$ cat src/rtl/xadc_temp_reader_pkg.sv
// Shared types and constants for the XADC temperature reader.
package xadc_pkg;

    typedef enum logic [1:0] {
        IDLE,
        REQ,
        WAIT
    } xadc_state_t;

    localparam logic [6:0]  XADC_TEMP_ADDR = 7'h00;
    localparam logic [15:0] SIM_SEED       = 16'h9C40;
    localparam logic [15:0] SIM_STEP       = 16'h0010;

endpackage

$ cat src/rtl/xadc_temp_reader_if.sv
// XADC dynamic reconfiguration port bundle; master is the reader, slave the XADC.
interface xadc_temp_reader_if;

    logic        drp_den;
    logic        drp_dwe;
    logic [6:0]  drp_daddr;
    logic [15:0] drp_di;
    logic [15:0] drp_do;
    logic        drp_drdy;

    modport master (
        output drp_den, drp_dwe, drp_daddr, drp_di,
        input  drp_do, drp_drdy
    );

    modport slave (
        input  drp_den, drp_dwe, drp_daddr, drp_di,
        output drp_do, drp_drdy
    );

endinterface

$ cat src/rtl/xadc_temp_reader_avg4.sv
// Four-sample averager: accumulates valid samples and emits sum/4 on every 4th.
module xadc_avg4 (
    input  logic        clk,
    input  logic        reset,
    input  logic        clr,
    input  logic        in_valid,
    input  logic [15:0] in_data,
    output logic        out_valid,
    output logic [15:0] out_data
);

    logic [17:0] acc_q, acc_d, sum;
    logic [1:0]  cnt_q, cnt_d;

    always_ff @(posedge clk or posedge reset) begin
        if (reset) begin
            acc_q <= '0;
            cnt_q <= '0;
        end else begin
            acc_q <= acc_d;
            cnt_q <= cnt_d;
        end
    end

    always_comb begin
        sum       = acc_q + {2'b00, in_data};
        acc_d     = acc_q;
        cnt_d     = cnt_q;
        out_valid = 1'b0;
        out_data  = sum[17:2];
        if (clr) begin
            acc_d = '0;
            cnt_d = '0;
        end else if (in_valid) begin
            if (cnt_q == 2'd3) begin
                acc_d     = '0;
                cnt_d     = '0;
                out_valid = 1'b1;
            end else begin
                acc_d = sum;
                cnt_d = cnt_q + 2'd1;
            end
        end
    end

endmodule

$ cat src/rtl/xadc_temp_reader.sv
// Reads the XADC temperature register over DRP after each end-of-conversion.
// Optional 4-sample averaging is built when XADC_TEMP_AVG_EN is defined.
module xadc_temp_reader
    import xadc_pkg::*;
#(
    parameter logic [6:0]  DRP_ADDR       = XADC_TEMP_ADDR,
    parameter int unsigned TIMEOUT_CYCLES = 1023,
    parameter bit          SIM_MODE       = 1'b0,
    parameter int unsigned SIM_PERIOD     = 100
) (
    input  logic                clk,
    input  logic                reset,
    input  logic                enable,
    input  logic                clear_err,
    input  logic                eoc,
    xadc_temp_reader_if.master  drp,
    output logic [15:0]         xadc_data,
    output logic                xadc_ready,
    output logic                busy,
    output logic                timeout_err,
    output logic                overrun_err
);

    localparam int unsigned TO_W = $clog2(TIMEOUT_CYCLES);
    localparam int unsigned SP_W = (SIM_PERIOD > 1) ? $clog2(SIM_PERIOD) : 1;

    xadc_state_t state_q, state_d;
    logic [TO_W-1:0] to_cnt_q, to_cnt_d;
    logic [SP_W-1:0] sim_cnt_q, sim_cnt_d;
    logic [15:0]     sim_val_q, sim_val_d;
    logic [15:0]     data_q, data_d;
    logic [6:0]      daddr_q, daddr_d;
    logic            ready_q, ready_d;
    logic            timeout_err_q, timeout_err_d;
    logic            overrun_err_q, overrun_err_d;
    logic            to_hit, den, timeout_set, overrun_set;
    logic            sample_valid, out_valid;
    logic [15:0]     sample_data, out_data;

    always_ff @(posedge clk or posedge reset) begin
        if (reset) begin
            state_q       <= IDLE;
            to_cnt_q      <= '0;
            sim_cnt_q     <= '0;
            sim_val_q     <= SIM_SEED;
            data_q        <= '0;
            daddr_q       <= '0;
            ready_q       <= 1'b0;
            timeout_err_q <= 1'b0;
            overrun_err_q <= 1'b0;
        end else begin
            state_q       <= state_d;
            to_cnt_q      <= to_cnt_d;
            sim_cnt_q     <= sim_cnt_d;
            sim_val_q     <= sim_val_d;
            data_q        <= data_d;
            daddr_q       <= daddr_d;
            ready_q       <= ready_d;
            timeout_err_q <= timeout_err_d;
            overrun_err_q <= overrun_err_d;
        end
    end

    assign to_hit = (to_cnt_q == TO_W'(TIMEOUT_CYCLES - 1));

    // In simulation mode the FSM never leaves IDLE, so DRP, busy and errors stay quiet.
    always_comb begin
        state_d = state_q;
        unique case (state_q)
            IDLE:    if (!SIM_MODE && enable && eoc) state_d = REQ;
            REQ:     state_d = WAIT;
            WAIT:    if (drp.drp_drdy || to_hit) state_d = IDLE;
            default: state_d = IDLE;
        endcase
    end

    always_comb begin
        den         = (state_q == REQ);
        busy        = (state_q != IDLE);
        to_cnt_d    = to_cnt_q;
        daddr_d     = DRP_ADDR;
        timeout_set = (state_q == WAIT) && to_hit && !drp.drp_drdy;
        overrun_set = eoc && (state_q != IDLE);
        if (state_q == REQ)
            to_cnt_d = '0;
        else if (state_q == WAIT)
            to_cnt_d = to_cnt_q + 1'b1;

        timeout_err_d = timeout_set ? 1'b1 : (clear_err ? 1'b0 : timeout_err_q);
        overrun_err_d = overrun_set ? 1'b1 : (clear_err ? 1'b0 : overrun_err_q);

        sim_cnt_d    = sim_cnt_q;
        sim_val_d    = sim_val_q;
        sample_valid = 1'b0;
        sample_data  = drp.drp_do;
        if (SIM_MODE) begin
            sample_data = sim_val_q;
            if (!enable) begin
                sim_cnt_d = '0;
            end else if (sim_cnt_q == SP_W'(SIM_PERIOD - 1)) begin
                sim_cnt_d    = '0;
                sample_valid = 1'b1;
                sim_val_d    = sim_val_q + SIM_STEP;
            end else begin
                sim_cnt_d = sim_cnt_q + 1'b1;
            end
        end else begin
            sample_valid = (state_q == WAIT) && drp.drp_drdy;
        end

        data_d  = out_valid ? out_data : data_q;
        ready_d = out_valid;
    end

`ifdef XADC_TEMP_AVG_EN
    xadc_avg4 u_avg4 (
        .clk       (clk),
        .reset     (reset),
        .clr       (~enable),
        .in_valid  (sample_valid),
        .in_data   (sample_data),
        .out_valid (out_valid),
        .out_data  (out_data)
    );
`else
    always_comb begin
        out_valid = sample_valid;
        out_data  = sample_data;
    end
`endif

    assign drp.drp_den   = den;
    assign drp.drp_dwe   = 1'b0;
    assign drp.drp_di    = '0;
    assign drp.drp_daddr = daddr_q;
    assign xadc_data     = data_q;
    assign xadc_ready    = ready_q;
    assign timeout_err   = timeout_err_q;
    assign overrun_err   = overrun_err_q;

endmodule

$ cat src/flat_wrapper.sv
// flat-port wrapper written by rule: the top's interface ports become plain ports
module xadc_temp_reader_flat import xadc_pkg::*;
#(
    parameter logic [6:0]  DRP_ADDR       = XADC_TEMP_ADDR,
    parameter int unsigned TIMEOUT_CYCLES = 1023,
    parameter bit          SIM_MODE       = 1'b0,
    parameter int unsigned SIM_PERIOD     = 100
)
  (clk, reset, enable, clear_err, eoc, xadc_data, xadc_ready, busy, timeout_err, overrun_err, drp_drp_den, drp_drp_dwe, drp_drp_daddr, drp_drp_di, drp_drp_do, drp_drp_drdy);
  xadc_temp_reader_if drp_i ();
  input  logic clk;
  input  logic reset;
  input  logic enable;
  input  logic clear_err;
  input  logic eoc;
  output logic [15:0] xadc_data;
  output logic xadc_ready;
  output logic busy;
  output logic timeout_err;
  output logic overrun_err;
  output wire logic [$bits(drp_i.drp_den)-1:0] drp_drp_den;
  output wire logic [$bits(drp_i.drp_dwe)-1:0] drp_drp_dwe;
  output wire logic [$bits(drp_i.drp_daddr)-1:0] drp_drp_daddr;
  output wire logic [$bits(drp_i.drp_di)-1:0] drp_drp_di;
  input wire logic [$bits(drp_i.drp_do)-1:0] drp_drp_do;
  input wire logic [$bits(drp_i.drp_drdy)-1:0] drp_drp_drdy;
  assign drp_drp_den = drp_i.drp_den;
  assign drp_drp_dwe = drp_i.drp_dwe;
  assign drp_drp_daddr = drp_i.drp_daddr;
  assign drp_drp_di = drp_i.drp_di;
  assign drp_i.drp_do = drp_drp_do;
  assign drp_i.drp_drdy = drp_drp_drdy;
  xadc_temp_reader #(.DRP_ADDR(DRP_ADDR), .TIMEOUT_CYCLES(TIMEOUT_CYCLES), .SIM_MODE(SIM_MODE), .SIM_PERIOD(SIM_PERIOD)) u_core (.clk(clk), .reset(reset), .enable(enable), .clear_err(clear_err), .eoc(eoc), .drp(drp_i), .xadc_data(xadc_data), .xadc_ready(xadc_ready), .busy(busy), .timeout_err(timeout_err), .overrun_err(overrun_err));
endmodule
$ cat config.mk
export PLATFORM = sky130hd
export DESIGN_NAME = xadc_temp_reader_flat
export DESIGN_NICKNAME = d
export VERILOG_FILES = /design/src/rtl/xadc_temp_reader_pkg.sv /design/src/rtl/xadc_temp_reader_if.sv /design/src/rtl/xadc_temp_reader_avg4.sv /design/src/rtl/xadc_temp_reader.sv /design/src/flat_wrapper.sv
export SDC_FILE = /design/constraint.sdc
export NUM_CORES = 1
export LEC_CHECK = 0
export CORE_ASPECT_RATIO = 1.4
export CORE_MARGIN = 10
export CORE_UTILIZATION = 43
export DETAILED_ROUTE_END_ITERATION = 7
export PLACE_DENSITY = 0.8
export SYNTH_ARGS = -nofsm -noshare
export SYNTH_HDL_FRONTEND = slang
export SYNTH_SLANG_ARGS = --single-unit
$ cat constraint.sdc
create_clock -name clk -period 2.3 [get_ports clk]
set_clock_uncertainty 0.15 [all_clocks]
set_input_delay 0.46 -clock clk [delete_from_list [all_inputs] [get_ports clk]]
set_output_delay 0.46 -clock clk [all_outputs]
set_load 0.01 [all_outputs]
==> results.sh, run 1 <==
# source this file to load flow results
export IMPL_cpPeakStageDelay_ns=0.54
export IMPL_ys_cells=149
export IMPL_top_area_cell="dfrtp_1"
export IMPL_path_common_cell="inv_1"
export IMPL_finalNetCount=226
export IMPL_yosysChipArea_sq_um=1660
export IMPL_ctsHoldBuffers=0
export IMPL_synthMuxAreaShare_pct=12.1
export IMPL_fin_tns_setup_ns=0
export IMPL_dp_hpwl_mm=2.93
export IMPL_log_warning_count=30
export IMPL_top_usage_layer="met2"
export IMPL_cts_root_buf="clkbuf_8"
export IMPL_wl_met3_um=328
export IMPL_met1_usage_pct=11.8
export IMPL_min_from="u_core.timeout_err$_DFFE_PP0P_"
export IMPL_chipHeight_um=93.5
export IMPL_chipArea_sq_um=6780
export IMPL_syn_cell_area_sq_um=1660
export IMPL_fin_ws_ns=0.103
export IMPL_cp_data_arrival_time_ns=1.59
export IMPL_met3_usage_pct=5.08
export IMPL_die_w_um=72.5
export IMPL_wl_met1_mm=1.49
export IMPL_critPathKind="register to primary output"
export IMPL_clkTransAtPathRegs_ns=0.06
export IMPL_p_leak_uw=0.000966
export IMPL_grt_pass1_wl_mm=5.97
export IMPL_top_area_share_pct=46.7
export IMPL_layout_drive_gt1_share_pct=14.6
export IMPL_hold_viol_final=0
export IMPL_post_cts_buffers=0
export IMPL_status="completed"
export IMPL_ios=67
export IMPL_grt_start_max_net_pins=32
export IMPL_yosysUniqueCellTypes=38
export IMPL_antenna_found_initial=0
export IMPL_grt_pass1_vias=1286
export IMPL_lay_top_cells="clkdlybuf4s50_1, dfrtp_1, conb_1"
export IMPL_required_ns=1.69
export IMPL_drv_cap=0
export IMPL_syn_inst=149
export IMPL_drc=0
export IMPL_seq_area_frac_synth_pct=46.7
export IMPL_period_used_pct=95.5
export IMPL_simple_gate_share_pct=11.8
export IMPL_globalplace_congestion=0.739
export IMPL_lay_top_count="clkdlybuf4s50_1"
export IMPL_synthTopCellsByArea="dfrtp_1, buf_4, mux2_2"
export IMPL_top_cell="dfrtp_1"
export IMPL_n_fill_cell=299
export IMPL_postRouteAntennaNets=0
export IMPL_antenna_cells=0
export IMPL_htreeDepth=2
export IMPL_p_total_uw=2490
export IMPL_port_buffers=42
export IMPL_r2r_start="u_core.state_q[0]$_DFFE_PP0P_"
export IMPL_design_area_sq_um=2140
export IMPL_layoutNonFillerInstCount=240
export IMPL_cts_tree="yes"
export IMPL_cts_made_buffers=5
export IMPL_placed_area_sq_um=2050
export IMPL_dr_wl_met2_mm=1.77
export IMPL_overflow=0
export IMPL_timing_rr_end="u_core.to_cnt_q[9]$_DFFE_PP0P_"
export IMPL_dp_cells=233
export IMPL_totalWireLength_mm=3.67
export IMPL_slew_violations=0
export IMPL_path_cells="inv_1, ha_1, inv_1, clkdlybuf4s50_1"
export IMPL_synth_xor_xnor_area_share_pct=0
export IMPL_pre_cts_slack_ns=0.324
export IMPL_rsz0062_at_grt="no"
export IMPL_edf_count=0
export IMPL_peakVddDrop_uv=818
export IMPL_fmax_ghz=0.455
export IMPL_setup_viol=0
export IMPL_fa_ha_area_share_pct=4.52
export IMPL_critPathCaptureType="primary output"
export IMPL_fin_crit_ns=2.20
export IMPL_use_met2_pct=17.4
export IMPL_ff_type="dfrtp_1"
export IMPL_routed_via_density=4.98
[run 1: how the worst max path moves through the flow]
stage / startpoint / endpoint / slack (ns) / depth (start not counted)
after floorplan: u_core.state_q[0]$_DFFE_PP0P_ / u_core.to_cnt_q[7]$_DFFE_PP0P_ / 0.54 / 5
after global placement: u_core.state_q[0]$_DFFE_PP0P_ / busy / 0.42 / 4
after detailed placement: u_core.state_q[0]$_DFFE_PP0P_ / u_core.to_cnt_q[9]$_DFFE_PP0P_ / 0.32 / 5
after CTS: u_core.state_q[0]$_DFFE_PP0P_ / busy / 0.07 / 4
after global routing: u_core.state_q[0]$_DFFE_PP0P_ / busy / 0.003 / 4
final: u_core.state_q[0]$_DFFE_PP0P_ / busy / 0.10 / 4
[run 1: sequential cells by signal, summed over array words and instances (netlist names)]
name                cells
u_core.timeout_err      1
u_core.xadc_ready       1
u_core.xadc_data       16
u_core.overrun_err      1
u_core.to_cnt_q        10
u_core.state_q          2
[run 1: final cells by class]
class | count | area (sq um) | area share (%)
Clock buffer | 6 | 82.6 | 3.86
Clock inverter | 1 | 5.00 | 0.234
Inverter | 8 | 30.0 | 1.40
Multi-Input combinational cell | 107 | 752 | 35.1
Sequential cell | 31 | 776 | 36.2
Tap cell | 42 | 52.6 | 2.45
Timing Repair Buffer | 45 | 443 | 20.7
[run 1: worst max-delay path: cells and delay by family (launching register included)]
kind / cells / cell delay [ns]
buffers and inverters: 3 / 0.70
DFF: 1 / 0.37
adders and majority gates: 1 / 0.24
[run 1: power breakdown]
part	internal, uW	switching, uW
clock	234	193
combinational	640	504
sequential	765	159
total	1640	855
Run 1, sequential cells coloured by netlist name:
Scale bar: 20 um.
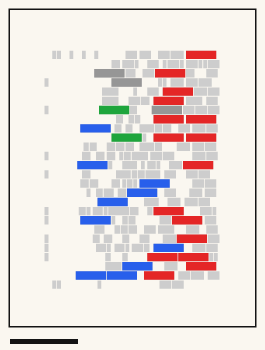
- green: u_core.state_q (placed flops 2)
- red: u_core.xadc_data (placed flops 16)
- blue: u_core.to_cnt_q (placed flops 10)
- not coloured: 3
sequential share of cell area: 36.2%
sequential power: 923 uW
Register Area: 776 sq um
fin util: 58.2%

Run 1, cells coloured by class:
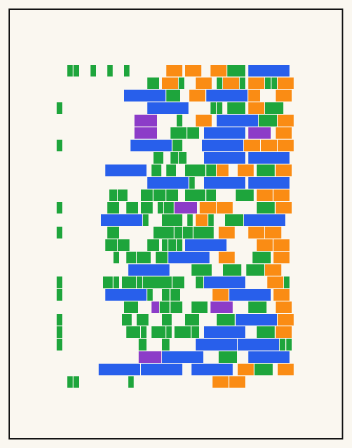
- purple: clock drivers and dummy loads (cells 7)
- green: combinational and other logic (cells 115)
- orange: remaining buffers and delay cells (cells 45)
- blue: sequential cells (cells 31)
core area: 3680 sq um
row count: 26

Run 1, cell area per tile:
7 x 9 tiles, from white (low) to dark blue (high), 0 to 100% covered.
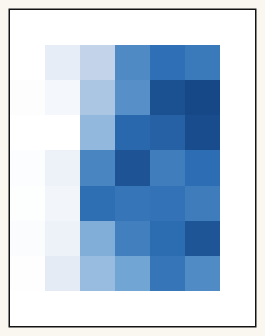
- tiles over 75% full: 14%
- fullest tile: 91%
- nearly empty tiles: 46%
- densest ninth of the die: middle
- emptiest ninth of the die: top left
Pre-Place Util: 45.2%

==> inputs of run 2 (changes only) <==
--- a/config.mk
+++ b/config.mk
@@ -5,7 +5,7 @@
 export SDC_FILE = /design/constraint.sdc
 export NUM_CORES = 1
 export LEC_CHECK = 0
-export CORE_ASPECT_RATIO = 1.4
+export CORE_ASPECT_RATIO = 0.5
 export CORE_MARGIN = 10
 export CORE_UTILIZATION = 43
 export DETAILED_ROUTE_END_ITERATION = 7
Run 2, sequential cells coloured by netlist name:
Scale bar: 20 um.
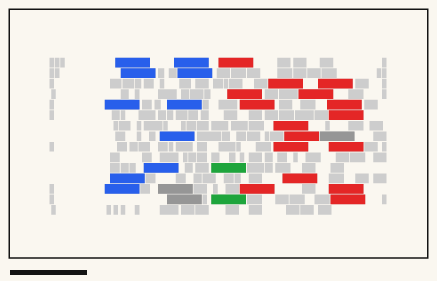
- blue: u_core.to_cnt_q (placed flops 10)
- red: u_core.xadc_data (placed flops 16)
- green: u_core.state_q (placed flops 2)
sequential share of cell area: 35.8%
fin util: 60.7%
sequential power: 926 uW

==> results.sh, run 2 <==
# source this file to load flow results
export IMPL_edf_count=0
export IMPL_initCoreUtil_pct=46.6
export IMPL_peakVddDrop_uv=319
export IMPL_finalNetCount=226
export IMPL_rsz0062_at_grt="no"
export IMPL_cts_resized=0
export IMPL_top_usage_layer="met2"
export IMPL_use_met2_pct=20.1
export IMPL_antenna_found_initial=0
export IMPL_dp_cells=242
export IMPL_wl_met1_mm=1.51
export IMPL_grt_start_max_net_pins=32
export IMPL_die_w_um=108
export IMPL_top_layer="met4"
export IMPL_timing_rr_end="u_core.to_cnt_q[9]$_DFFE_PP0P_"
export IMPL_lay_top_count="clkdlybuf4s50_1"
export IMPL_clockBufferDepth=2
export IMPL_cts_sinks=31
export IMPL_simple_gate_share_pct=11.8
export IMPL_top_cell="dfrtp_1"
export IMPL_hold_depth=1
export IMPL_fmax_ghz=0.450
export IMPL_track_usage_pct=11.1
export IMPL_postRouteAntennaNets=0
export IMPL_async_flop_share_pct=100
export IMPL_min_to="u_core.timeout_err$_DFFE_PP0P_"
export IMPL_ios=67
export IMPL_critPathKind="register to primary output"
export IMPL_rows=15
export IMPL_fa_ha_area_share_pct=4.52
export IMPL_ys_sh_aoi_pct=11.5
export IMPL_power_clock_fraction_pct=18.1
export IMPL_dp_hpwl_mm=2.99
export IMPL_min_from="u_core.timeout_err$_DFFE_PP0P_"
export IMPL_fin_tns_setup_ns=0
export IMPL_cp_data_arrival_time_ns=1.61
export IMPL_cts_tree="yes"
export IMPL_yosysWarnings=0
export IMPL_period_used_pct=96.6
export IMPL_met1_usage_pct=12.0
export IMPL_lay_top_cells="clkdlybuf4s50_1, dfrtp_1, conb_1"
export IMPL_ctsHoldBuffers=0
export IMPL_chipHeight_um=63.9
export IMPL_largest_reg_flops=16
export IMPL_combinationalPowerShare_pct=45.3
export IMPL_yosysChipArea_sq_um=1660
export IMPL_layoutNonFillerInstCount=250
export IMPL_first_iter_violations=61
export IMPL_fin_crit_ns=2.22
export IMPL_first_pass_iters=4
export IMPL_grt_pass1_wl_mm=6.20
export IMPL_power_density_nw_per_um2=1170
export IMPL_core_region_area_sq_um=3570
export IMPL_chipArea_sq_um=6900
export IMPL_p_leak_uw=0.000970
export IMPL_yosysUniqueCellTypes=38
export IMPL_netlist_logic_family_top="buffers and inverters"
export IMPL_syn_area_per_cell_sq_um=11.1
export IMPL_post_cts_buffers=0
export IMPL_r2r_start="u_core.state_q[0]$_DFFE_PP0P_"
export IMPL_top_area_share_pct=46.7
export IMPL_hold_viol_final=0
export IMPL_overflow=0
export IMPL_synthTopCellsByArea="dfrtp_1, buf_4, mux2_2"
export IMPL_syn_cell_area_sq_um=1660
export IMPL_required_ns=1.69
export IMPL_syn_inst=149
export IMPL_routed_via_density=4.98
export IMPL_drv_cap=0
export IMPL_totalWireLength_mm=3.77
export IMPL_clkTransAtPathRegs_ns=0.06
export IMPL_area_growth_pct=30.4
export IMPL_htreeDepth=2
export IMPL_ys_cells=149
export IMPL_seq_area_frac_synth_pct=46.7
export IMPL_dr_wl_met2_mm=2.00
export IMPL_setup_viol=0
export IMPL_cts_root_buf="clkbuf_8"
export IMPL_globalplace_congestion=0.808
export IMPL_post_drt_wl_per_cell_um=15.1
export IMPL_grt_pass1_vias=1297
export IMPL_vias=1245
export IMPL_wl_met3_um=226
export IMPL_cp_start_kind="register"
export IMPL_top_cells_by_count="dfrtp_1, buf_4, mux2_2"
export IMPL_slew_violations=0
export IMPL_antenna_cells=0
export IMPL_synthMuxAreaShare_pct=12.1
export IMPL_switching_share_pct=33.9
export IMPL_cts_made_buffers=5
export IMPL_ff_type="dfrtp_1"
export IMPL_critPathCaptureType="primary output"
export IMPL_met3_usage_pct=3.30
export IMPL_p_sw_uw=859
export IMPL_hp_class="register to register"
export IMPL_r2r_cells=5
export IMPL_holdWs_ns=0.338
export IMPL_r2r_slack_ns=0.33
export IMPL_log_warning_count=30
export IMPL_layout_drive_gt1_share_pct=14.6
export IMPL_top_area_cell="dfrtp_1"
export IMPL_startpoint="u_core.state_q[0]$_DFFE_PP0P_"
export IMPL_clock_latency_ns=0.27
export IMPL_synth_xor_xnor_area_share_pct=0
export IMPL_status="completed"
export IMPL_power_frac_seq_pct=36.5
export IMPL_synth_flops=31
export IMPL_drc=0
export IMPL_port_buffers=42
export IMPL_p_int_uw=1680
export IMPL_path_max_fanout=3
Run 2, cell area per tile:
11 x 6 tiles, from white (low) to dark blue (high), 0 to 100% covered.
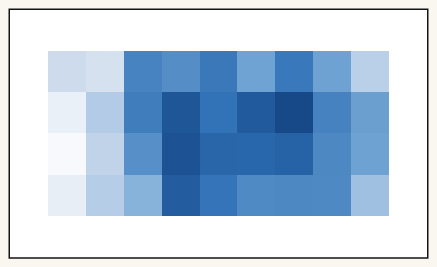
- mean over tiles: 31%
- fullest tile: 90%
- emptiest ninth of the die: bottom left
- nearly empty tiles: 46%

-- run 2: power by group through the flow --
stage | logic [uW] | registers [uW] | clock network, uW
4_1_cts | 1160 | 928 | 467
2_1_floorplan | 578 | 985 | 0
5_1_grt | 1250 | 965 | 496
3_3_place_gp | 1130 | 919 | 0
6_report | 1150 | 926 | 461
3_5_place_dp | 1150 | 937 | 0
-- run 2: cell type report --
class                      instances  area [sq um]
clock buffer                       8           100
sequential                        31           776
tap                               51          63.8
fill                             295          1400
inverter                           8          30.0
multi-input combinational        107           752
timing repair buffer              45           443
-- run 2: worst max-delay path by stage --
stage                                           to  slack [ns]  cells past startpoint
floorplan           u_core.to_cnt_q[7]$_DFFE_PP0P_        0.54                      5
finish                                        busy        0.08                      4
global placement    u_core.to_cnt_q[7]$_DFFE_PP0P_        0.44                      5
CTS                                           busy        0.07                      4
detailed placement   u_core.state_q[0]$_DFFE_PP0P_        0.27                      4
global route                                  busy        0.02                      4
-- run 2: kinds of logic (layout without fill, tap and decap cells) --
family	count (synthesis)	in the layout
AND-OR/OR-AND	27	27
adder cells (fa/ha/maj)	6	6
buffers and inverters	34	61
flip-flops	31	31
multiplexers	18	18
other	1	24
AND/OR/NAND/NOR	32	32
-- run 2: per-stage QoR --
stage	area [sq um]	util, %	setup slack (ns)	total power [uW]
after detailed placement	2060	57.9	0.273	2090
after global placement	2060	57.9	0.439	2050
after global routing	2160	60.7	0.0241	2720
after CTS	2160	60.7	0.0684	2560
final	2160	60.7	0.0785	2540
after floorplan	1750	-	0.544	1560
-- run 2: worst max-delay path, cell delays in order (launching register included) --
cell             delay [ns]
dfrtp_1                0.37
inv_1                  0.09
ha_1                   0.23
inv_1                  0.09
clkdlybuf4s50_1        0.55
Power figures rest on the tool's default switching activity, not on a simulated workload.
